==> src/rtl/fnd_scan_ctrl.sv <==
// Time-multiplexed scan controller for the shared 7-segment FND decoder.
// Scans N_DIG digits with dead time between them; new values swap in only at frame boundaries.
module fnd_scan_ctrl #(
  parameter int N_DIG    = 4,
  parameter int ON_CYC   = 50000,
  parameter int DEAD_CYC = 500
) (
  input  logic               i_clk,
  input  logic               i_rst,
  input  logic               i_load,
  input  logic [4*N_DIG-1:0] i_data,
  input  logic               i_lzb,
  output logic [3:0]         o_nib,
  output logic [N_DIG-1:0]   o_com,
  output logic               o_frame
);

  localparam int MAXC = (ON_CYC > DEAD_CYC) ? ON_CYC : DEAD_CYC;
  localparam int CW   = (MAXC > 1) ? $clog2(MAXC) : 1;
  localparam int IW   = $clog2(N_DIG);

  localparam logic [CW-1:0] ON_LAST   = CW'(ON_CYC - 1);
  localparam logic [CW-1:0] DEAD_LAST = CW'(DEAD_CYC - 1);
  localparam logic [IW-1:0] IDX_LAST  = IW'(N_DIG - 1);

  typedef enum logic {
    ST_DEAD = 1'b0,
    ST_ON   = 1'b1
  } st_t;

  st_t                st_q, st_d;
  logic [CW-1:0]      cnt_q, cnt_d;
  logic [IW-1:0]      idx_q, idx_d;
  logic [4*N_DIG-1:0] disp_q, disp_d;
  logic [4*N_DIG-1:0] pend_q, pend_d;
  logic               pend_v_q, pend_v_d;
  logic               frame_q, frame_d;
  logic               boundary;
  logic [N_DIG-1:0]   blank;
  logic               zero_above;

  always_ff @(posedge i_clk or posedge i_rst) begin
    if (i_rst) begin
      st_q     <= ST_DEAD;
      cnt_q    <= '0;
      idx_q    <= '0;
      disp_q   <= '0;
      pend_q   <= '0;
      pend_v_q <= 1'b0;
      frame_q  <= 1'b0;
    end else begin
      st_q     <= st_d;
      cnt_q    <= cnt_d;
      idx_q    <= idx_d;
      disp_q   <= disp_d;
      pend_q   <= pend_d;
      pend_v_q <= pend_v_d;
      frame_q  <= frame_d;
    end
  end

  always_comb begin
    st_d     = st_q;
    cnt_d    = cnt_q + CW'(1);
    idx_d    = idx_q;
    disp_d   = disp_q;
    pend_d   = pend_q;
    pend_v_d = pend_v_q;
    boundary = 1'b0;

    case (st_q)
      ST_DEAD: begin
        if (cnt_q == DEAD_LAST) begin
          st_d  = ST_ON;
          cnt_d = '0;
        end
      end
      ST_ON: begin
        if (cnt_q == ON_LAST) begin
          st_d  = ST_DEAD;
          cnt_d = '0;
          if (idx_q == IDX_LAST) begin
            idx_d    = '0;
            boundary = 1'b1;
          end else begin
            idx_d = idx_q + IW'(1);
          end
        end
      end
      default: begin
        st_d  = ST_DEAD;
        cnt_d = '0;
      end
    endcase

    // A load landing on the boundary itself bypasses the pending register.
    if (boundary) begin
      if (i_load) begin
        disp_d   = i_data;
        pend_v_d = 1'b0;
      end else if (pend_v_q) begin
        disp_d   = pend_q;
        pend_v_d = 1'b0;
      end
    end else if (i_load) begin
      pend_d   = i_data;
      pend_v_d = 1'b1;
    end

    frame_d = boundary;
  end

  always_comb begin
    zero_above = 1'b1;
    blank      = '0;
    for (int k = N_DIG - 1; k >= 1; k--) begin
      zero_above = zero_above && (disp_q[4*k +: 4] == 4'h0);
      blank[k]   = i_lzb && zero_above;
    end
  end

  always_comb begin
    o_nib = disp_q[4*idx_q +: 4];
    o_com = '1;
    if (st_q == ST_ON && !blank[idx_q]) begin
      o_com = ~(N_DIG'(1) << idx_q);
    end
  end

  assign o_frame = frame_q;

endmodule

==> config.mk <==
export PLATFORM = sky130hd
export DESIGN_NAME = fnd_scan_ctrl
export DESIGN_NICKNAME = d
export VERILOG_FILES = /design/src/rtl/fnd_scan_ctrl.sv
export SDC_FILE = /design/constraint.sdc
export NUM_CORES = 1
export LEC_CHECK = 0
export CELL_PAD_IN_SITES_DETAIL_PLACEMENT = 0
export CELL_PAD_IN_SITES_GLOBAL_PLACEMENT = 1
export CORE_MARGIN = 4
export CORE_UTILIZATION = 48
export CTS_CLUSTER_SIZE = 28
export DETAILED_ROUTE_END_ITERATION = 10
export GPL_ROUTABILITY_DRIVEN = 0
export PLACE_DENSITY = 0.93
export SETUP_SLACK_MARGIN = 0.1
export SLEW_MARGIN = 20
export SYNTH_ARGS = -nofsm -noshare
export SYNTH_HDL_FRONTEND = slang
export SYNTH_SLANG_ARGS = --single-unit
==> constraint.sdc <==
create_clock -name i_clk -period 2.9 [get_ports i_clk]
set_clock_uncertainty 0.05 [all_clocks]
set_input_delay 0.29 -clock i_clk [delete_from_list [all_inputs] [get_ports i_clk]]
set_output_delay 0.29 -clock i_clk [all_outputs]
set_load 0.1 [all_outputs]
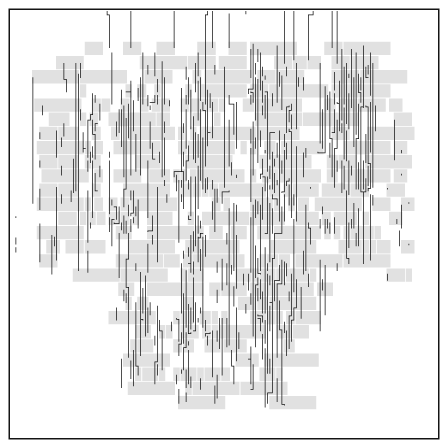
Fig. 1. M2 wires (run 1).
nets with wire on the layer: 238
wire length on this layer: 2480 um
main direction: vertical
longest straight run: 37.7 um

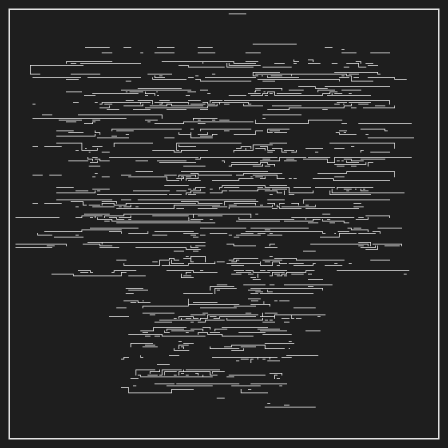
Fig. 2. M1 wires (run 1).
nets with wire on the layer: 264
share of all routed wire: 49%
main direction: horizontal
wire length on this layer: 2640 um

==> run notes, run 1 <==
The run gives 31 for the maximum number of pins on one net before global-route repair. The area growth from synthesis to layout is 17.3%. The flow reports that combinational logic draws 9.6% of the design power. The routed design has 5.39 mm of wire. With the power per unit of standard cell area at 492 nW/um^2, the residual DRC count is 0.

The run finished with clean final reports. Counting buffers and inverters, the worst setup path is 6 cells deep. By instance count after routing, the leading logic cell types are 53 x sky130_fd_sc_hd__dfrtp_1, 29 x sky130_fd_sc_hd__nor2_1, 19 x sky130_fd_sc_hd__clkdlybuf4s50_1, 15 x sky130_fd_sc_hd__nand3_1, 14 x sky130_fd_sc_hd__nand2_1.

Setup repair after global routing left no endpoint under its margin. The path type of the worst setup path was register to primary output. The script computed the net switching share of total power as 22.3%. The signal on the critical path passes through nor4_1 > nand4b_1 > nand2_1 > a31oi_1 > nand2_1 > buf_4. The logs give 1880 for the number of global-route vias before repair and 1.18 mW for the cell-internal power.

The measured slew at the worst slew-check pin works out to 0.635 ns. Required time at the worst-slack endpoint: 2.56 ns. In this run the horizontal extent of the chip is 82.2 um. Per the Yosys statistics, synthesis produced 238 cells. By area the synthesized netlist is led by sky130_fd_sc_hd__dfrtp_1 50%, sky130_fd_sc_hd__mux2_4 5.7%, sky130_fd_sc_hd__nor2_1 4.1%.

For this run, the script counts the antenna cells in the layout as 0. CTS placed an instance of sky130_fd_sc_hd__clkbuf_8 at the clock tree root. The slowest cell on the critical path is sky130_fd_sc_hd__dfrtp_1. The worst register-to-register path has a setup slack of 0.70 ns. Before any placement, the netlist area is recorded as 2640 um^2. Cells with a size suffix above 1 make up 17.1% of the layout. The core outline area was 5200 um^2. STA classifies the critical path endpoint as a primary output.
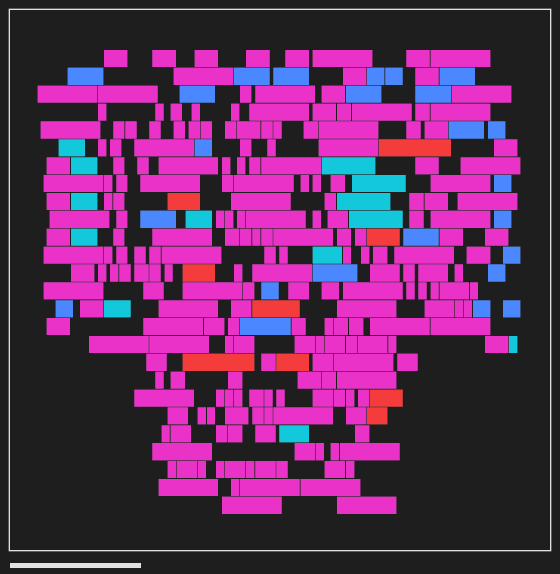
Fig. 3. Cell sizes after repair (run 1).
Scale bar: 20 um.
[magenta] _0 and _1 cells | cells: 223
[cyan] _2 cells | cells: 13
[red] _6 and larger | cells: 9
[blue] _3 and _4 cells | cells: 24

## run 1: power groups by stage
stage / registers [mW] / clock network, mW / logic, mW
global placement: 0.793 / 0 / 0.143
finish: 0.781 / 0.599 / 0.146
global route: 0.785 / 0.640 / 0.158
detailed placement: 0.794 / 0 / 0.147
CTS: 0.781 / 0.614 / 0.147
floorplan: 0.789 / 0 / 0.0989
## run 1: logic make-up (layout without fill, tap and decap cells)
group	count (synthesis)	after routing	share of synthesized area, %
multiplexers	20	20	11.7
buffers and inverters	22	53	3.79
AND/OR/NAND/NOR	92	92	19.9
flip-flops	53	53	50.2
adder cells (fa/ha/maj)	5	5	2.37
XOR/XNOR	14	14	4.64
AND-OR/OR-AND	32	32	7.44
## run 1: through the flow
step | utilization, % | hold WS [ns]
after floorplan | - | 0.385
after detailed placement | 56.9 | 0.446
after global placement | 56.9 | 0.411
after CTS | 59.5 | 0.335
after global routing | 59.5 | 0.387
final | 59.5 | 0.328
## run 1: final cells by class
class | count | area, um^2 | area share, %
flip-flops and latches | 53 | 1330 | 42.8
clock inverters | 3 | 68.8 | 2.22
repair buffers | 31 | 280 | 9.04
clock buffers | 5 | 68.8 | 2.22
well taps | 70 | 87.6 | 2.83
inverters | 14 | 52.6 | 1.70
multi-input cells | 163 | 1210 | 39.2
## run 1: state kept, by name, summed over array words and instances (netlist names)
name	flops
pend_q	16
cnt_q	16
st_q	1
pend_v_q	1
idx_q	2
o_frame	1
disp_q	16
## run 1: per-layer routing
| layer | share of wire, % | track usage (%) | up-vias | wire [um] |
|---|---|---|---|---|
| li1 | - | - | 898 | - |
| met1 | 49 | 25.0 | 939 | 2640 |
| met2 | 46 | 26.8 | 32 | 2480 |
| met3 | 3.9 | 3.25 | 4 | 212 |
| met4 | 1.0 | 4.98 | 0 | 55 |
| met5 | 0 | 0 | - | 0 |
==> run 2, diff against run 1 <==
- CORE_UTILIZATION: 48 -> 44
- PLACE_DENSITY: 0.93 -> 0.87
- clock period: 2.9 -> 2.04 ns (I/O delays scaled with it)
==> run notes, run 2 <==
The run finished with clean final reports. The residual DRC count was 0 (unchanged). For the met1 capacity usage during global routing, the log shows 24.4% (-0.59 points). CTS placed an instance of sky130_fd_sc_hd__clkbuf_8 at the clock tree root. The worst hold slack was 0.202 ns (-0.126 ns); the mux share of post-synthesis cell area was 11.7% (unchanged). The measured slew at the worst slew-check pin came out at 0.367 ns (-0.268 ns). The final core area utilization is 60.3% (+0.73 points).

The highest-utilization routing layer at the global route stage is met1. The registers reported with the highest flop counts are cnt_q: 16 flops, disp_q: 16 flops, pend_q: 16 flops. The die boundary width came out at 85.5 um (+4.0%). The tools report the number of global-route vias before repair as 1937 (+3.0%).

Setup repair after global routing could not meet its margin everywhere. Arithmetic-cell share of the synthesized area counting full adders, half adders and majority gates: 2.37% (unchanged). By startpoint and endpoint, the worst setup path is classified as register to primary output. With the power per unit of standard cell area at 567 nW/um^2 (+15%), the count of instantiated cells in the yosys netlist is 238 (unchanged). With the number of inserted diodes at 0 (unchanged), the met3 capacity usage during global routing is 2.43% (-0.83 points). In this run the critical path is formed by nor4_4 > nand4b_1 > nand2_1 > a31oi_4 > nand2_2 > buf_12.

The slowest cell on the critical path was sky130_fd_sc_hd__dfrtp_1. The logs give 54 (+74%) for the maximum number of pins on one net before global-route repair and 5680 um^2 (+9.0%) for the core outline area. By instance count after routing, the leading logic cell types are 51 x sky130_fd_sc_hd__dfrtp_1, 28 x sky130_fd_sc_hd__nor2_1, 25 x sky130_fd_sc_hd__buf_4, 19 x sky130_fd_sc_hd__clkdlybuf4s50_1, 15 x sky130_fd_sc_hd__nand3_1. For the met2 track demand over resource, the log shows 24.2% (-2.5 points).

The share of final-layout standard cells stronger than drive strength 1 works out to 28.1% (+11 points). By area, the combinational part of the netlist is dominated by simple AND/OR/NAND/NOR gates. The run gives 7.44% (unchanged) for the synthesized-area fraction occupied by ao, oa, aoi and oai cells. The tools report the cell area after technology mapping as 2640 um^2 (unchanged).
==> run 2: cell type report <==
type	count	area, um^2	area share (%)
sequential	53	1330	38.8
tap	72	90.1	2.63
multi-input combinational	163	1290	37.7
clock buffer	5	68.8	2.01
clock inverter	3	21.3	0.622
inverter	14	52.6	1.54
timing repair buffer	54	569	16.6
==> run 2: kinds of logic (layout without fill, tap and decap cells) <==
kind of cell | after synthesis | count (layout)
AOI/OAI and AO/OA | 32 | 32
xor gates and xnor gates | 14 | 14
adders and majority gates | 5 | 5
buffers and inverters | 22 | 76
DFF | 53 | 53
muxes | 20 | 20
and+or+nand+nor | 92 | 92
==> run 2: layer usage <==
| layer | wire length (um) | vias up |
|---|---|---|
| met4 | 116 | 0 |
| met3 | 285 | 9 |
| met2 | 2460 | 53 |
| met1 | 2780 | 956 |
| met5 | 0 | - |
| li1 | - | 943 |
==> run 2: final timing paths <==
check / start / end / slack [ns] / depth (start not counted)
max: disp_q[11] / o_com[1] / 0.07 / 6
min in group i_clk: cnt_q[0] / cnt_q[0] / 0.45 / 1
max in group asynchronous: i_rst / cnt_q[5] / 1.49 / 3
min reg2reg: cnt_q[0] / cnt_q[0] / 0.45 / 1
min: i_rst / idx_q[1] / 0.20 / 3
max reg2reg: cnt_q[10] / disp_q[1] / 0.11 / 7
==> run 2: worst reg2reg max path: cells and delay by family, from the launching register on <==
| family | cells | cell delay (ns) |
|---|---|---|
| AND-OR/OR-AND | 1 | 0.26 |
| buffers and inverters | 2 | 0.35 |
| flip-flops | 1 | 0.44 |
| AND/OR/NAND/NOR | 4 | 0.74 |
==> run 2: report_power, final <==
part | switching [mW] | internal [mW]
Combinational | 0.107 | 0.123
Clock | 0.355 | 0.244
Sequential | 0.0229 | 1.09
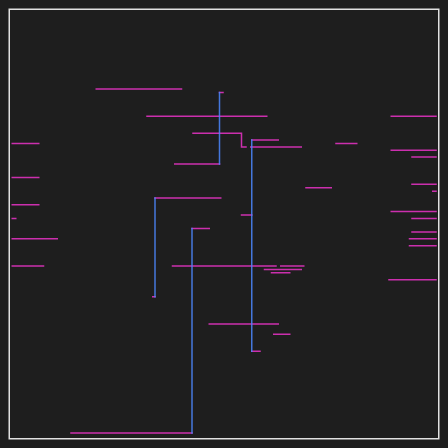
Fig. 4. Signal wires by layer (run 2).
Only two layers are drawn.
[blue] metal 4 | wire length: 117 um
[magenta] metal 3 | wire length: 285 um

==> run 3, diff against run 2 <==
- CTS_CLUSTER_DIAMETER: unset -> 80
- MAX_ROUTING_LAYER: unset -> met4
==> run notes, run 3 <==
The flow ran to the end, and the final reports show no timing, DRC or antenna violations. With the register-to-register setup slack at 0.11 ns (about the same), the mux share of post-synthesis cell area is 11.7% (unchanged). The power drawn by the combinational cells is 231 uW (about the same), and the synthesized-area fraction occupied by ao, oa, aoi and oai cells is 7.44% (unchanged). The worst-case reg-to-reg path depth was 7 (unchanged); the portion of total power attributed to sequential cells was 57.2% (about the same). The arithmetic-cell share of the synthesized area counting full adders, half adders and majority gates came out at 2.37% (unchanged).

The switching share of power is 25.0% (about the same), and the combinational fraction of design power is 11.9% (about the same). For the flip-flop and latch power, the log shows 1.11 mW (about the same). The logs give 1.45 mW (about the same) for the cell-internal power and 2640 um^2 (unchanged) for the cell area after technology mapping.

Per report_power, the top consumer among the power groups is registers. For the residual DRC count, the log shows 0 (unchanged). In this run the critical register-to-register path is launched from cnt_q[10].

The tools report the clock share of power as 30.9% (about the same). The cell sitting at the root of the clock tree is a sky130_fd_sc_hd__clkbuf_8. The signal on the critical path passes through nor4_4 > nand4b_1 > nand2_1 > a31oi_4 > nand2_2 > buf_12. The run gives 485 uW (-0.10%) as the power dissipated by switching net loads. Worst hold slack: 0.201 ns (-0.00122 ns). The run gives 1290 um^2 (unchanged) for the logic area. The tools report the storage element area as 1330 um^2 (unchanged).
==> run 3: cell counts in the layout (fill, tap and decap cells not counted) <==
No cell type changed its count.
==> run 3: cell type report <==
cell class	count	share of cell area [%]
clock inverter	3	0.622
sequential	53	38.8
multi-input combinational	163	37.7
timing repair buffer	54	16.6
clock buffer	5	2.01
tap	72	2.63
inverter	14	1.54
==> run 3: stage by stage <==
stage	area [um^2]	TNS, ns	setup slack [ns]	cells	utilization [%]
after floorplan	2640	0	0.105	238	-
after global placement	3170	0	0.100	345	55.8
after detailed placement	3170	0	0.0820	345	55.8
after CTS	3310	0	0.0659	355	58.3
after global routing	3420	-0.145	-0.0442	364	60.3
final	3420	0	0.0712	364	60.3
==> run 3: tightest hold or removal path, cell delays in order <==
cell and delay, ns:
sky130_fd_sc_hd__clkdlybuf4s50_1 0.42, sky130_fd_sc_hd__inv_2 0.07, sky130_fd_sc_hd__buf_12 0.26
==> run 3: worst max-delay path by stage <==
stage | from | to | slack (ns) | depth (start not counted)
CTS | cnt_q[0] | pend_q[14] | 0.07 | 5
finish | disp_q[11] | o_com[1] | 0.07 | 6
global placement | cnt_q[14] | pend_q[15] | 0.10 | 5
detailed placement | cnt_q[0] | pend_q[14] | 0.08 | 5
floorplan | idx_q[0] | o_com[0] | 0.11 | 5
global route | disp_q[11] | o_com[0] | -0.04 | 6
==> run 3: cell families after synthesis <==
family	after synthesis
and+or+nand+nor	92
DFF	53
muxes	20
adders and majority gates	5
AOI/OAI and AO/OA	32
buffers and inverters	22
xor gates and xnor gates	14
==> run 3: layer usage <==
layer  share of wire, %  track usage (%)  vias to the layer above
met5                  0                -                        -
met4                2.1             7.19                        0
li1                   -                -                      942
met3                4.6             2.33                        9
met2                 44             24.4                       47
met1                 49             24.4                      952
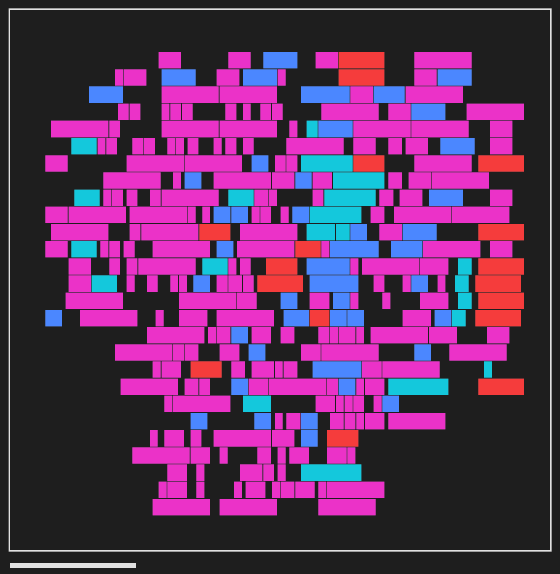
Fig. 5. Cell sizes after repair (run 3).
Scale bar: 20 um.
[blue] _3 and _4 cells | cells: 44
[magenta] _0 and _1 cells | cells: 210
[cyan] _2 cells | cells: 21
[red] _6 and larger | cells: 17

No activity file was given, so power comes from the tool's default toggle rates.
